**src/rtl/condicionador_botoes.sv**
```systemverilog
// Synchronises and debounces twelve note keys and two arrow keys.
// Produces a note code, press pulses and a multi-key flag.
module condicionador_botoes #(
  parameter int CLOCK_FREQ  = 50000000,
  parameter int DEBOUNCE_MS = 10
) (
  input  logic        clock,
  input  logic        reset,
  input  logic [11:0] botoes,
  input  logic        right_arrow,
  input  logic        left_arrow,
  output logic [3:0]  botoes_encoded,
  output logic        right_arrow_pressed,
  output logic        left_arrow_pressed,
  output logic        nota_pulso,
  output logic        multiplos,
  output logic [11:0] db_botoes_estaveis
);

  localparam int D_RAW = CLOCK_FREQ / 1000 * DEBOUNCE_MS;
  localparam int D     = (D_RAW < 1) ? 1 : D_RAW;
  localparam int CW    = $clog2(D + 1);
  localparam logic [CW-1:0] D_LAST = CW'(D - 1);

  typedef enum logic {OCIOSO, ATIVO} estado_t;

  logic [13:0]   raw;
  logic [13:0]   sync1;
  logic [13:0]   sync2;
  logic [13:0]   stable;
  logic [CW-1:0] cnt [14];

  assign raw = {left_arrow, right_arrow, botoes};

  always_ff @(posedge clock or negedge reset) begin
    if (!reset) begin
      sync1  <= '0;
      sync2  <= '0;
      stable <= '0;
      for (int i = 0; i < 14; i++) cnt[i] <= '0;
    end else begin
      sync1 <= raw;
      sync2 <= sync1;
      for (int i = 0; i < 14; i++) begin
        if (sync2[i] == stable[i]) begin
          cnt[i] <= '0;
        end else if (cnt[i] == D_LAST) begin
          stable[i] <= ~stable[i];
          cnt[i]    <= '0;
        end else begin
          cnt[i] <= cnt[i] + 1'b1;
        end
      end
    end
  end

  logic [11:0] notas;
  logic [15:0] lat_vec;
  logic [3:0]  lat_idx;
  logic [3:0]  low_code;
  logic [3:0]  pop;
  logic        any_nota;
  logic        held;
  estado_t     state, state_n;
  logic [3:0]  code_n;
  logic        pulse_n;

  assign notas    = stable[11:0];
  assign any_nota = |notas;
  assign lat_vec  = {4'b0000, notas};
  assign lat_idx  = botoes_encoded - 4'd1;
  assign held     = lat_vec[lat_idx];

  always_comb begin
    low_code = 4'd0;
    pop      = 4'd0;
    for (int i = 11; i >= 0; i--) begin
      if (notas[i]) low_code = 4'(i + 1);
    end
    for (int i = 0; i < 12; i++) begin
      pop = pop + 4'(notas[i]);
    end
  end

  always_comb begin
    state_n = state;
    code_n  = botoes_encoded;
    pulse_n = 1'b0;
    unique case (state)
      OCIOSO: begin
        code_n = 4'd0;
        if (any_nota) begin
          code_n  = low_code;
          pulse_n = 1'b1;
          state_n = ATIVO;
        end
      end
      ATIVO: begin
        if (!held) begin
          if (any_nota) begin
            code_n  = low_code;
            pulse_n = 1'b1;
          end else begin
            code_n  = 4'd0;
            state_n = OCIOSO;
          end
        end
      end
      default: begin
        code_n  = 4'd0;
        state_n = OCIOSO;
      end
    endcase
  end

  logic prev_r;
  logic prev_l;
  logic rise_r;
  logic rise_l;

  assign rise_r = stable[12] & ~prev_r;
  assign rise_l = stable[13] & ~prev_l;

  // Simultaneous rises cancel each other out.
  always_ff @(posedge clock or negedge reset) begin
    if (!reset) begin
      state               <= OCIOSO;
      botoes_encoded      <= 4'd0;
      nota_pulso          <= 1'b0;
      multiplos           <= 1'b0;
      prev_r              <= 1'b0;
      prev_l              <= 1'b0;
      right_arrow_pressed <= 1'b0;
      left_arrow_pressed  <= 1'b0;
    end else begin
      state               <= state_n;
      botoes_encoded      <= code_n;
      nota_pulso          <= pulse_n;
      multiplos           <= (pop > 4'd1);
      prev_r              <= stable[12];
      prev_l              <= stable[13];
      right_arrow_pressed <= rise_r & ~rise_l;
      left_arrow_pressed  <= rise_l & ~rise_r;
    end
  end

  assign db_botoes_estaveis = notas;

endmodule

```
**config.mk**
```make
export PLATFORM = sky130hd
export DESIGN_NAME = condicionador_botoes
export DESIGN_NICKNAME = d
export VERILOG_FILES = /design/src/rtl/condicionador_botoes.sv
export SDC_FILE = /design/constraint.sdc
export NUM_CORES = 1
export LEC_CHECK = 0
export CORE_MARGIN = 2
export CORE_UTILIZATION = 25
export DETAILED_ROUTE_END_ITERATION = 12
export PLACE_DENSITY_LB_ADDON = 0.05
export SYNTH_ARGS = -nofsm -noshare
export SYNTH_HDL_FRONTEND = slang
export SYNTH_SLANG_ARGS = --single-unit
export TNS_END_PERCENT = 1
```
**constraint.sdc**
```tcl
create_clock -name clock -period 4.8 [get_ports clock]
set_input_delay 1.44 -clock clock [delete_from_list [all_inputs] [get_ports clock]]
set_output_delay 1.44 -clock clock [all_outputs]
set_load 0.01 [all_outputs]
```
==> run_1/met3.png <==
(1 px per um) Cells faint in the background.
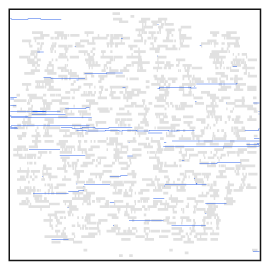
share of all routed wire = 4.1%
longest straight run = 95.9 um
main direction = horizontal
wire length on this layer = 1380 um
nets with wire on the layer = 29

==> run_1/metal_stack.png <==
(1.5 px per um)
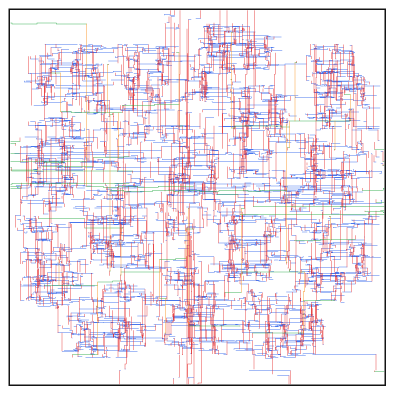
blue -> met1  # wire length 16300 um
orange -> met4  # wire length 953 um
red -> met2  # wire length 14900 um
green -> met3  # wire length 1380 um

==> run_1/pdn.png <==
(1.5 px per um) Pins as bars on the die edge. Tap cells in gray.
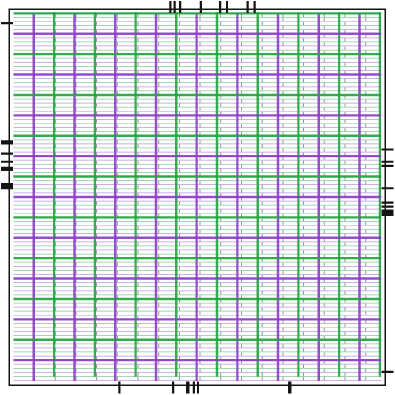
purple -> VSS
green -> VDD
met5 straps = 18
signal pins = 36

==> run_1/met2.png <==
(1 px per um)
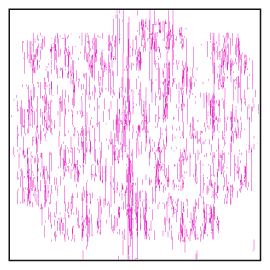
share of all routed wire = 45%
nets with wire on the layer = 1269
main direction = vertical
longest straight run = 92.6 um
wire length on this layer = 14900 um

==> qor.rpt, run 1 <==
==============================================================================
Dominant cell type by area after synthesis                        sky130_fd_sc_hd__dfrtp_1
Detailed-route wire length                                            33500 um
Post-route clock period utilization                                      0.733
Max-cap viol count                                                           0
Main combinational cell family by area after synthesis            simple AND/OR/NAND/NOR gates
Type of destination of the critical path                             flip-flop
CP max FO                                                                    7
Number of different library cells in the post-synthesis netlist             45
Synthesized-area fraction occupied by xor and xnor cells                 0.147
Vertical die size                                                       250 um
Kind of launch point of the worst setup path                         flip-flop
Post-DR wirelength/cell                                                14.2 um
Antenna Violating Nets Remaining                                             0
Vias in the first global route                                           10800
Num rows                                                                    90
Core area                                                           60000 um^2
Port buffer count                                                           35
Adder Area Share                                                        0.0259
Ratio of routed vias to standard cells                                    4.32
Worst EP required                                                      5.25 ns
Global-route wire length before repair                                57200 um
CTS tree                                                                  done
Post-detailed-placement half-perimeter wirelength                     22300 um
Cell family contributing the most delay on the critical path       adder cells
Fraction of the yosys area taken by sequential cells                     0.529
Setup repair after global routing missed its margin                         no
Placed Instance Area                                                16300 um^2
Final worst setup slack                                                1.28 ns
Area fraction in compound gates                                        0.00912
Placer's final routability congestion estimate                           0.700
Run status                                                        complete, no violations
Power per standard cell area                                       340 nW/um^2
Most repeated cell in the gate-level netlist after synthesis      sky130_fd_sc_hd__nor2_1
Worst-path clk slew                                                    0.05 ns
Cell count in the Yosys report                                            1512
Crit path top cell by count                                       sky130_fd_sc_hd__fa_1
Number of warnings printed during yosys synthesis                            0
Setup CP Type                                                          reg2reg
Worst min-delay path startpoint                                       sync1[4]
Total power consumption of the routed design                           5.98 mW
Peak supply drop                                                    0.000197 V
Buffers & Inverters on Critical Path                                         2
Setup TNS Final                                                           0 ns
Number of DRC violations after detailed routing                              0
Path type of the worst min-delay path                                  reg2reg
Fp util                                                                  0.252
Number of synthesized register bits                                        319
==============================================================================
==> run 1: final cells by class <==
| class | count | area, um^2 |
|---|---|---|
| Clock buffer | 63 | 1230 |
| Clock inverter | 11 | 101 |
| Fill cell | 6288 | 42400 |
| Inverter | 47 | 176 |
| Multi-Input combinational cell | 1100 | 6690 |
| Sequential cell | 319 | 7980 |
| Tap cell | 782 | 978 |
| Timing Repair Buffer | 45 | 455 |
==> run 1: where the power goes <==
| group | internal [mW] | switching [mW] |
|---|---|---|
| combinational | 0.0527 | 0.122 |
| clock | 1.82 | 1.22 |
| sequential | 2.73 | 0.0369 |
| total | 4.60 | 1.38 |
==> run 1: per-layer routing <==
layer  wire length [um]  GRT usage
met1              16300      0.149
met2              14900      0.175
met3               1380     0.0263
met4                952     0.0423
met5                  0          0
--- run 2 (diff from run 1) ---
==> constraint.sdc (replaced) <==
create_clock -name clock -period 3.4 [get_ports clock]
set_input_delay 1.02 -clock clock [delete_from_list [all_inputs] [get_ports clock]]
set_output_delay 1.02 -clock clock [all_outputs]
set_load 0.01 [all_outputs]
==> qor.rpt, run 2 <==
==============================================================================
Setup TNS Final                                                           0 ns   unchanged
Final worst setup slack                                               0.114 ns   -1.17 ns
Run status                                                        complete, no violations
Power per standard cell area                                       471 nW/um^2   +39%
Type of destination of the critical path                             flip-flop
Number of different library cells in the post-synthesis netlist             45   unchanged
Path type of the worst min-delay path                                  reg2reg
Main combinational cell family by area after synthesis            simple AND/OR/NAND/NOR gates
Core area                                                           60000 um^2   unchanged
Part of the power in registers                                           0.472   +0.009
Highest routed layer                                                      met4
Net switching power figure                                             1.86 mW   +35%
Max-cap viol count                                                           0   unchanged
Adder Area Share                                                        0.0259   unchanged
Port buffer count                                                           35   unchanged
Most repeated cell in the gate-level netlist after synthesis      sky130_fd_sc_hd__nor2_1
Vias in the first global route                                           10500   -2.3%
Setup repair after global routing missed its margin                        yes
Fraction of met3 tracks used by global routing                          0.0281   +0.00177
Synthesized-area fraction occupied by xor and xnor cells                 0.147   unchanged
Placed Instance Area                                                16400 um^2   +0.43%
Part of the power in combinational logic                                 0.030   about the same
Worst EP required                                                      3.83 ns   -1.42 ns
Routed wl met3                                                         1330 um   -3.5%
Detailed-route wire length                                            33400 um   -0.38%
Met1 GRT Util                                                            0.152   +0.00369
CP max FO                                                                    2   -5
==============================================================================
-- run 2: cell types whose count changed in the layout (fill, tap and decap cells not counted), sizes merged --
cell and delta:
bufinv +1, clkinv -2, clkbuf -3, clkinvlp -1
inv -2, buf +6
-- run 2: cell type report --
type                    count  area (um^2)  share of cell area
multi-input cells        1100         6700               0.380
inverters                  47          176              0.0100
well taps                 782          978              0.0556
clock inverters             7         85.1             0.00483
repair buffers             51          526              0.0298
flip-flops and latches    319         7980               0.453
clock buffers              60         1170              0.0663
-- run 2: repair_timing --
action	4_1_cts	5_1_grt
resized	0	4
endpoints found under the setup margin	0	1
hold buffers	0	0
==> run_2/final_clocks.png <==
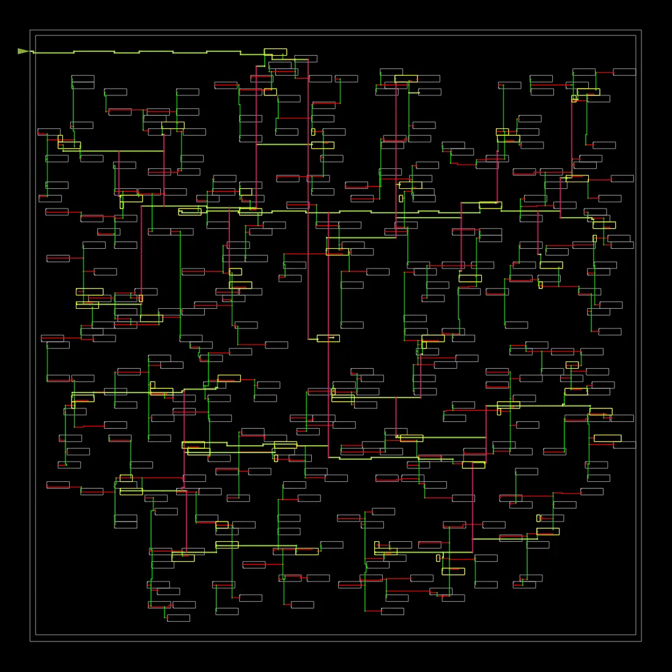
num sequential: 319
cts bufs inserted: 40
Clk power: 4.13 mW

==> run_2/pdn.png <==
(1.5 px per um) Pins as bars on the die edge. Tap cells in gray.
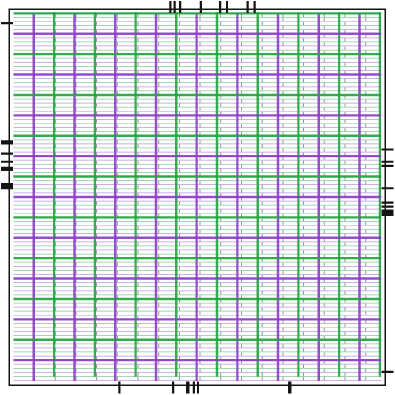
purple -> VSS
green -> VDD
met5 straps = 18
met1 rails = 91
met4 straps = 18

No activity file was given, so power comes from the tool's default toggle rates.
